==> src/rtl/regbank_access_ctrl.sv <==
// ============================================================================
// regbank_access_ctrl : debug/loader initiator for register_bank
//                       (single read/write + full-bank dump over valid/ready)
// Revision 1.0
// ============================================================================
`default_nettype none

module regbank_access_ctrl #(
   parameter int NREGS = 32,
   parameter int AW    = 5,
   parameter int DW    = 32
) (
   input  logic          clk,
   input  logic          rst,
   input  logic          req_valid,
   output logic          req_ready,
   input  logic          req_write,
   input  logic          req_dump,
   input  logic [AW-1:0] req_addr,
   input  logic [DW-1:0] req_wdata,
   output logic          resp_valid,
   input  logic          resp_ready,
   output logic [AW-1:0] resp_addr,
   output logic [DW-1:0] resp_data,
   output logic          resp_last,
   output logic [AW-1:0] read_reg_1,
   input  logic [DW-1:0] read_data_1,
   output logic [AW-1:0] write_reg,
   output logic [DW-1:0] write_data,
   output logic          write_enable
);

   localparam logic [2:0] S_IDLE      = 3'd0;
   localparam logic [2:0] S_WRITE     = 3'd1;
   localparam logic [2:0] S_READ      = 3'd2;
   localparam logic [2:0] S_RESP      = 3'd3;
   localparam logic [2:0] S_DUMP_RD   = 3'd4;
   localparam logic [2:0] S_DUMP_RESP = 3'd5;

   localparam logic [AW:0]   C_NREGS = (AW+1)'(NREGS);
   localparam logic [AW-1:0] C_LAST  = AW'(NREGS - 1);

   logic [2:0]    r_state;
   logic [AW-1:0] r_cnt;
   logic          r_rd_ok;
   logic          w_in_range;

   assign w_in_range = ({1'b0, req_addr} < C_NREGS);

   // Strobes decode straight from state so an async reset drops them at once.
   assign req_ready    = (r_state == S_IDLE) && !rst;
   assign write_enable = (r_state == S_WRITE);
   assign resp_valid   = (r_state == S_RESP) || (r_state == S_DUMP_RESP);

   always_ff @(posedge clk or posedge rst) begin
      if (rst) begin
         r_state    <= S_IDLE;
         r_cnt      <= '0;
         r_rd_ok    <= 1'b0;
         read_reg_1 <= '0;
         write_reg  <= '0;
         write_data <= '0;
         resp_addr  <= '0;
         resp_data  <= '0;
         resp_last  <= 1'b0;
      end else begin
         case (r_state)
            S_IDLE: begin
               if (req_valid) begin
                  write_reg  <= req_addr;
                  write_data <= req_wdata;
                  r_rd_ok    <= w_in_range;
                  if (req_dump) begin
                     r_cnt      <= '0;
                     read_reg_1 <= '0;
                     r_state    <= S_DUMP_RD;
                  end else if (req_write) begin
                     // Out-of-range writes are swallowed without a strobe.
                     r_state <= w_in_range ? S_WRITE : S_IDLE;
                  end else begin
                     read_reg_1 <= req_addr;
                     r_state    <= S_READ;
                  end
               end
            end
            S_WRITE: r_state <= S_IDLE;
            S_READ: begin
               resp_data <= r_rd_ok ? read_data_1 : '0;
               resp_addr <= read_reg_1;
               resp_last <= 1'b1;
               r_state   <= S_RESP;
            end
            S_RESP: begin
               if (resp_ready) r_state <= S_IDLE;
            end
            S_DUMP_RD: begin
               resp_data <= read_data_1;
               resp_addr <= r_cnt;
               resp_last <= (r_cnt == C_LAST);
               r_state   <= S_DUMP_RESP;
            end
            S_DUMP_RESP: begin
               if (resp_ready) begin
                  if (resp_last) begin
                     r_state <= S_IDLE;
                  end else begin
                     r_cnt      <= r_cnt + AW'(1);
                     read_reg_1 <= r_cnt + AW'(1);
                     r_state    <= S_DUMP_RD;
                  end
               end
            end
            default: r_state <= S_IDLE;
         endcase
      end
   end

endmodule

`default_nettype wire

==> config.mk <==
export PLATFORM = sky130hd
export DESIGN_NAME = regbank_access_ctrl
export DESIGN_NICKNAME = d
export VERILOG_FILES = /design/src/rtl/regbank_access_ctrl.sv
export SDC_FILE = /design/constraint.sdc
export NUM_CORES = 1
export LEC_CHECK = 0
export CAP_MARGIN = 20
export CORE_UTILIZATION = 42
export DETAILED_ROUTE_END_ITERATION = 6
export GPL_TIMING_DRIVEN = 0
export PLACE_DENSITY = 0.8
export SKIP_LAST_GASP = 1
export SYNTH_ARGS = -nofsm -noshare
export SYNTH_HDL_FRONTEND = slang
export SYNTH_SLANG_ARGS = --single-unit
==> constraint.sdc <==
create_clock -name clk -period 3.31 [get_ports clk]
set_input_delay 0.331 -clock clk [delete_from_list [all_inputs] [get_ports clk]]
set_output_delay 0.331 -clock clk [all_outputs]
set_load 0.05 [all_outputs]
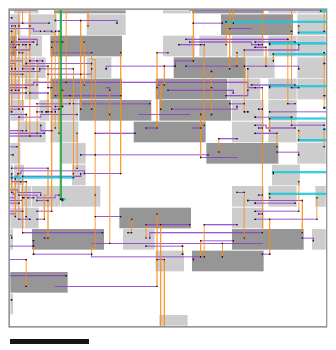
(images/closeup.png)
Bar = 10 um. Window x 52 to 92, y 4 to 44 um. Cells in gray, sequential cells in the stronger gray; small squares are vias.
Key: M1 = purple; M4 = green; M2 = orange; M3 = cyan
Sequential cells in the window: 14. Netlist names of flops here include `write_data` (9), `r_cnt` (4). 59 logic cells have their middle in the window. Most frequent: clkdlybuf4s50_1 (16), dfrtp_1 (14), mux2_2 (8).

==> impl_metrics.tcl <==
# collected from the flow reports
set metrics [dict create \
    ctsHoldBuffers 0 \
    crit_start "r_state[0]" \
    cts_sinks 89 \
    syn_nets 338 \
    p_seq_share_pct 27.9 \
    comb_area_um2 1310 \
    wl_met2_um 4300 \
    ys_area_um2 3680 \
    powerComb_w 0.00415 \
    clock_path_buffers 2 \
    layout_top_cell "clkdlybuf4s50_1" \
    drive_gt1_share_pct 17.7 \
    path_buffers 3 \
    dp_cells 524 \
    flops 89 \
    dp_worst_setup_slack_ns 0.857 \
    timing.final.crit_share_pct 85.5 \
    reg2reg_slack_ns 1.58 \
    die_x_um 95.6 \
    nMultiInputCombCells 146 \
    wl_per_cell_um 16.9 \
    nClkBuffers 10 \
    ys_ff 89 \
    cts_resized 0 \
    synthDistinctLibCells 43 \
    clock_tree_area_fraction_pct 4.46 \
    numCtsBuffers 9 \
    avgSynthCellArea_um2 14.1 \
    crit_type "flip-flop to output pin" \
    power-top-group "combinational cells" \
    setup_ws_ns 0.480 \
    lay_top_cells "clkdlybuf4s50_1 (157), dfrtp_1 (89), mux2_2 (34)" \
    p_per_area_nw_per_um2 1240 \
    p_int_w 0.00369 \
    max_cap_viol_count 0 \
    topCombFamilyByArea "AND-OR/OR-AND gates" \
    ys_seq_share_pct 60.5 \
    combPwrFrac_pct 59.2 \
    grt_pass1_wl_um 14200 \
    swShare_pct 47.4 \
    drt-met1-wl_um 4000 \
    buffer_area_share_pct 30.1 \
    clk_pin_slew_ns 0.09 \
    hp-class "input port to asynchronous set/reset pin" \
    inv_count 9 \
    drc 0 \
    slew_headroom_pct 59.0 \
    edf_count 0 \
    ys_cells 261 \
    cp_cell_sequence "buf_2 > buf_1 > nor3b_1 > clkdlybuf4s50_1" \
    seqCellArea_um2 2230 \
    gr-usage-met3_pct 5.02 \
    peakVddDrop_uv 858 \
    dr.pass1.iters 5 \
    portBuffers 157 \
    fp.coreArea_um2 8340 \
    antenna_found_initial 0 \
    cts.htree.levels 3 \
    largest_class "registers" \
    topCellsByArea "dfrtp_1 (61%), mux2_2 (10%), a22o_1 (7.6%)" \
    simple_gate_area_share_pct 5.85 \
    power_leakage_nw 2.39 \
    p_clk_w 0.000905 \
    fin_hold_ws_ns 0.340 \
    drtIter0Drc 105 \
    yosys.area_share.adder_pct 0.680 \
    stdcell_area_um2 5670 \
    p_clk_share_pct 12.9 \
    post_cts.repair.setup_buffers 0 \
    reg_top3 "resp_data x32, write_data x32" \
    setup_violations 0 \
    seqAreaFraction_pct 39.3 \
    synth_area_um2 3680 \
    ys_warn_count 0 \
    synthArstFlopShare_pct 100 \
    dieArea_um2 9140 \
    buffers 175 \
    startpoint_type "flip-flop" \
    path_max_fanout 10 \
    n_fill_cell 606 \
    met1_usage_pct 27.2 \
    rows 33 \
    dr_wl_met3_um 700 \
    gp_congestion 0.843 \
    cp.depth 4 \
    drv_slew 0 \
    endpoint "write_enable" \
    dr.max_layer_used "met4" \
    clock_latency_ns 0.35 \
    grt.total_usage_pct 20.5 \
    period_needed_ns 2.83 \
    worst_clock_skew_ns 0.0137 \
    nNetsFinal 507 \
    vias 2805 \
    synth_top_flop_cell "dfrtp_1" \
    n_antenna_cell 0 \
    worstMarginPinSlew_ns 0.612 \
    cts_tree "built" \
    ys_sh_mux_pct 13.8 \
    max_freq_mhz 353 \
    status "completed" \
    crit_arrival_ns 2.50 \
    critPathTopFamily "buffers and inverters" \
    total_power_w 0.00701 \
    ant_nets 0 \
    top_cell_area_share_pct 60.5 \
    grt-ovfl-total 0 \
    tool_warnings 26 \
    ys_sh_aoi_pct 15.1 \
    top_cell "dfrtp_1" \
    grt_pass1_vias 2848 \
    grt_max_degree 65 \
    critPathMaxStageDelay_ns 0.85 \
    r2r_end "write_reg[2]" \
    grt_setup_unrepaired "no" \
    p_sw_w 0.00332 \
    top_usage_layer "met2" \
    p_seq_w 0.00196 \
    top_cells_by_count "dfrtp_1 (89), mux2_2 (34), a22o_1 (32)" \
    xor_area_share_pct 0.238 \
    met2_usage_pct 32.6 \
    post-route-util_pct 67.9 \
]
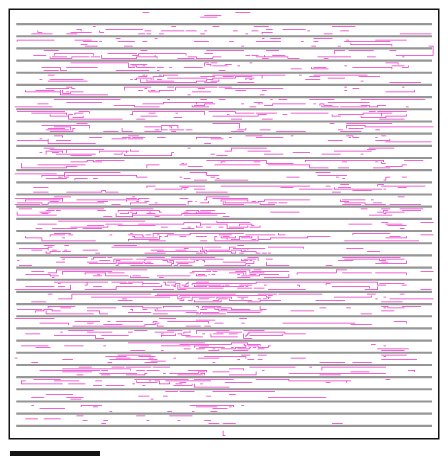
(images/m1.png)
Bar = 20 um. Supply wires on this layer in gray.
The layer holds 44% of the routed length. 429 nets have wire on it. The longest straight run is 27.1 um. The layer carries 4000 um of wire. The wires run mostly horizontal.

No activity file was given, so power comes from the tool's default toggle rates.
